==> images/ff_map.png <==
Other sequential cells in the stronger grey, the rest of the logic in the fainter grey.
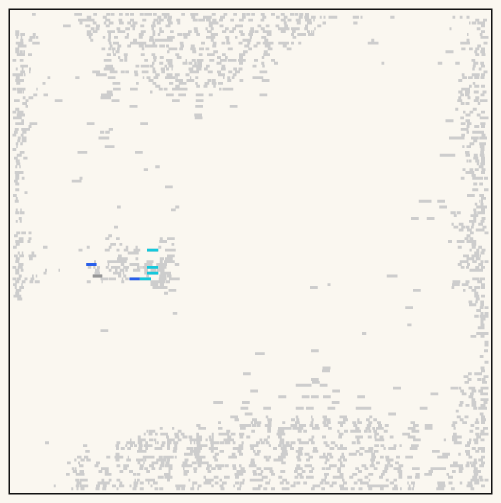
==> images/pinout.png <==
Pins as bars across the die edge, other pins in grey.
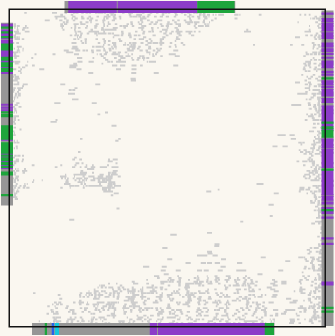
==> images/clock_nets.png <==
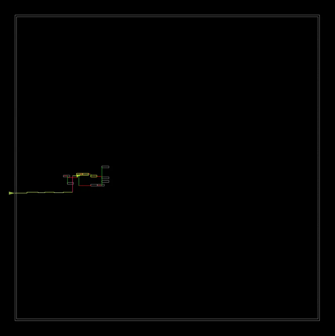
==> images/layers.png <==
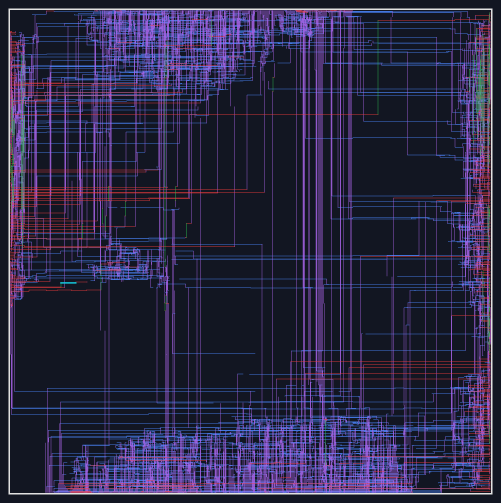
==> config.mk <==
export PLATFORM = sky130hd
export DESIGN_NAME = wb_rr_arbiter_flat
export DESIGN_NICKNAME = d
export VERILOG_FILES = /design/src/rtl/wb_rr_arbiter_if.sv /design/src/rtl/wb_rr_arbiter.sv /design/src/flat_wrapper.sv
export SDC_FILE = /design/constraint.sdc
export NUM_CORES = 1
export LEC_CHECK = 0
export CELL_PAD_IN_SITES_DETAIL_PLACEMENT = 0
export CELL_PAD_IN_SITES_GLOBAL_PLACEMENT = 1
export CORE_AREA = 2 2 453 455
export CTS_BUF_LIST = sky130_fd_sc_hd__clkbuf_8 sky130_fd_sc_hd__clkbuf_16
export DETAILED_ROUTE_END_ITERATION = 16
export DIE_AREA = 0 0 455 457
export PLACE_DENSITY = 0.33
export SYNTH_ARGS = -nofsm -noshare
export SYNTH_HDL_FRONTEND = slang
export SYNTH_SLANG_ARGS = --single-unit
==> constraint.sdc <==
create_clock -name clk -period 1.6 [get_ports clk]
set_input_delay 0.24 -clock clk [delete_from_list [all_inputs] [get_ports clk]]
set_output_delay 0.24 -clock clk [all_outputs]
set_load 0.005 [all_outputs]
==> results.txt <==
The synthesis and place-and-route flow finished, so here is a summary.

The category of the worst setup path launch point is a register. The run finished, with violations left. The count of different cell masters after synthesis is 32. The area taken by multi-input combinational cells is reported as 5540 sq um.

Power attributed to combinational cells is 0.0445 W. The standard-cell row count came out at 166. The non-clock buffer total of the final layout came out at 1210. After synthesis, the most frequently instantiated cells are sky130_fd_sc_hd__a22oi_1, sky130_fd_sc_hd__nand2_1, sky130_fd_sc_hd__buf_4.

The initial antenna violation count came out at 18. The most common logic cell in the final layout is sky130_fd_sc_hd__clkdlybuf4s50_1. The net switching fraction of the power is 49.84%. The class occupying the most area after layout is reported as buffers. The number of buffers and inverters on the critical path came out at 4. The synthesized design devotes to its leading area cell type 51.90% of total area. According to the I/O placement log, the pin count is 1172.

The tree is rooted in a sky130_fd_sc_hd__clkbuf_16. The via count of the first global-routing pass came out at 11680. The tally of OpenROAD warnings is 28. The flop and latch count out of synthesis is 7. Grouping stages by cell kind, the critical path spends the most delay in buffers and inverters. The final layout report lists a non-clock inverter count of 4. The final hold violation count is 0. The met3 routed wirelength is 10270 um. The main flop type after synthesis is sky130_fd_sc_hd__dfrtp_1. The static power due to leakage is 8.143 nW. The share of final-layout standard cells stronger than drive strength 1 came out at 49.56%.

The clock latency on the worst-skew pair came out at 240 ps. The shortest clock period the worst path allows after layout is 2202 ps. The tightest min-delay check is of the in2async type.

The final weighted congestion of routability-driven global placement came out at 0.8767. The setup TNS is -73990 ps. The number of diodes added for antenna fixing is 3.

The power per cell area came out at 1972 nW/um^2. The internal power is 0.02281 W. The top cell type by instance count after synthesis is sky130_fd_sc_hd__a22oi_1. At the worst endpoint, the arrival time is 1960 ps. The critical path's slowest stage uses the library cell sky130_fd_sc_hd__dfrtp_4. Once routing completed, OpenROAD measured the worst setup slack at -602.1 ps. The layout has 23540 filler cells.

The power report attributes to the combinational group a share of 97.9%. The cell seen most often among critical-path stages is sky130_fd_sc_hd__buf_12. The met3 demand-to-capacity share in global routing came out at 3.147%. The number of enable-type register cells in the synthesized netlist came out at 0.

For reference, full adder, half adder and majority cells occupy 0% of the area reported after synthesis. The simple-gate share of the synthesized area is 16.46%. The checks that failed: setup timing.

The count of nets left with antenna violations once routing finished came out at 0. Setup repair after global routing could not meet its margin everywhere. The remaining max-slew budget at the tightest pin is 69.84%. Derived from the worst setup path, the maximum achievable clock frequency is 454.1 MHz. The global-route wire length before repair is 136400 um. The cell area after technology mapping is 5192 sq um.

The worst stage delay on the critical path is 530 ps. The chip area came out at 207900 sq um. The switching power is 0.02266 W. The detailed router used layers up to and including met5. Sequential elements use 3.422% of the synthesized area. Excluding fillers, the count of instances in the completed layout stands at 4503. The and-or/or-and share of the synthesized area came out at 54.34%. Compared with the post-synthesis result, the final layout area differs by 344.2%. The number of buffers on the longest clock path came out at 2.

Looking at the power breakdown, sequential logic takes 1.2% of the total. The report puts the hold buffer count at CTS at 0. The biggest area contributor in the post-synthesis netlist is sky130_fd_sc_hd__a22oi_1. For this run, the detailed router reports a per-instance via density of 2.440.

The number of design rule violations left after detail routing came out at 0. The warning tally printed by Yosys for this design is 0. Routing resource usage on met1 recorded by global route was 11.34%. STA classifies the critical path endpoint as an output port. The mean post-synth cell area came out at 6.403 sq um. The number of cells in the design after placement is 4335. Walking the worst path, the cells encountered are buf_12 > buf_16 > buf_12 > a22oi_1 > nand2_1 > buf_12. The placed wire-length estimate came out at 98560 um. In this run the post-CTS setup repair buffer count came out at 53. Looking at the group totals, the largest power group turns out to be combinational logic. The fraction of synthesized cell area in xor and xnor cells is 0%. The placeable core region is 203300 sq um. The max-slew violation count is 0. Gates resized during post-CTS repair numbered 492. The final number of setup-violating endpoints is 197. Per the CTS log, the maximum H-tree level is 1. The clock slew seen by the registers of the worst setup and hold paths came out at 40 ps. The measured slew at the worst slew-check pin came out at 452.4 ps. The timing report lists the critical path depth as 6 cells.

TritonCTS built the clock tree. The met2 capacity usage during global routing is 19.51%. met2 is the most crowded layer. The finished layout cell area is 23060 sq um. The number of nets handed over by synthesis was 1660.

The share of flip-flops with an asynchronous set or reset came out at 100.0%. The kind of critical path is reg2out. The flop count is 7. By area, the combinational part of the netlist is dominated by AND-OR/OR-AND gates.

The amount of wire on met2 after detailed routing is 62240 um. The global-route congestion overflow total came out at 0. The multi-input combinational area share came out at 24.02%. The non-clock buffering overhead in the final layout is 60.12%.
-- ff_map.png (at the start) --
Blue is u_core.last_r, placed flops 2. Cyan is u_core.bus.grant_o, placed flops 4.
Another 1 sequential cells are not coloured.
Seq/total area: 0.8354%
sequential standard cell area: 192.7 sq um
sequential power: 0.000531 W

-- pinout.png (at the start) --
Purple is bus_wbm_dat_i, pins 512, direction input, edge 177 north, 167 south, 126 east, 42 west. Cyan is bus_wbm_rty_o, pins 4, direction output, edge south. Green is bus_wbs_dat_o, pins 128, direction output, edge 53 west, 48 north, 15 east, 12 south. Blue is bus_wbs_ack_i, pins 1, direction input, edge south.
All pins by edge: 379 south, 334 east, 266 north, 193 west.
IO buf count: 915
vertical die dimension: 457 um
horizontal die dimension: 455 um

-- clock_nets.png (at the start) --
P_clk: 0.000433 W
total number of clock tree sinks: 7
worst setup skew after layout: 7.383 ps

-- layers.png (at the start) --
Red is M3, wire length 10300 um. Cyan is M5, wire length 13.8 um. Blue is M1, wire length 43.6 mm. Green is M4, wire length 2390 um. Purple is M2, wire length 62.2 mm.
average wire per standard cell: 26.33 um
combined global-route utilization of all metal layers: 10.33%
via total after detailed routing: 10990

Power figures rest on the tool's default switching activity, not on a simulated workload.
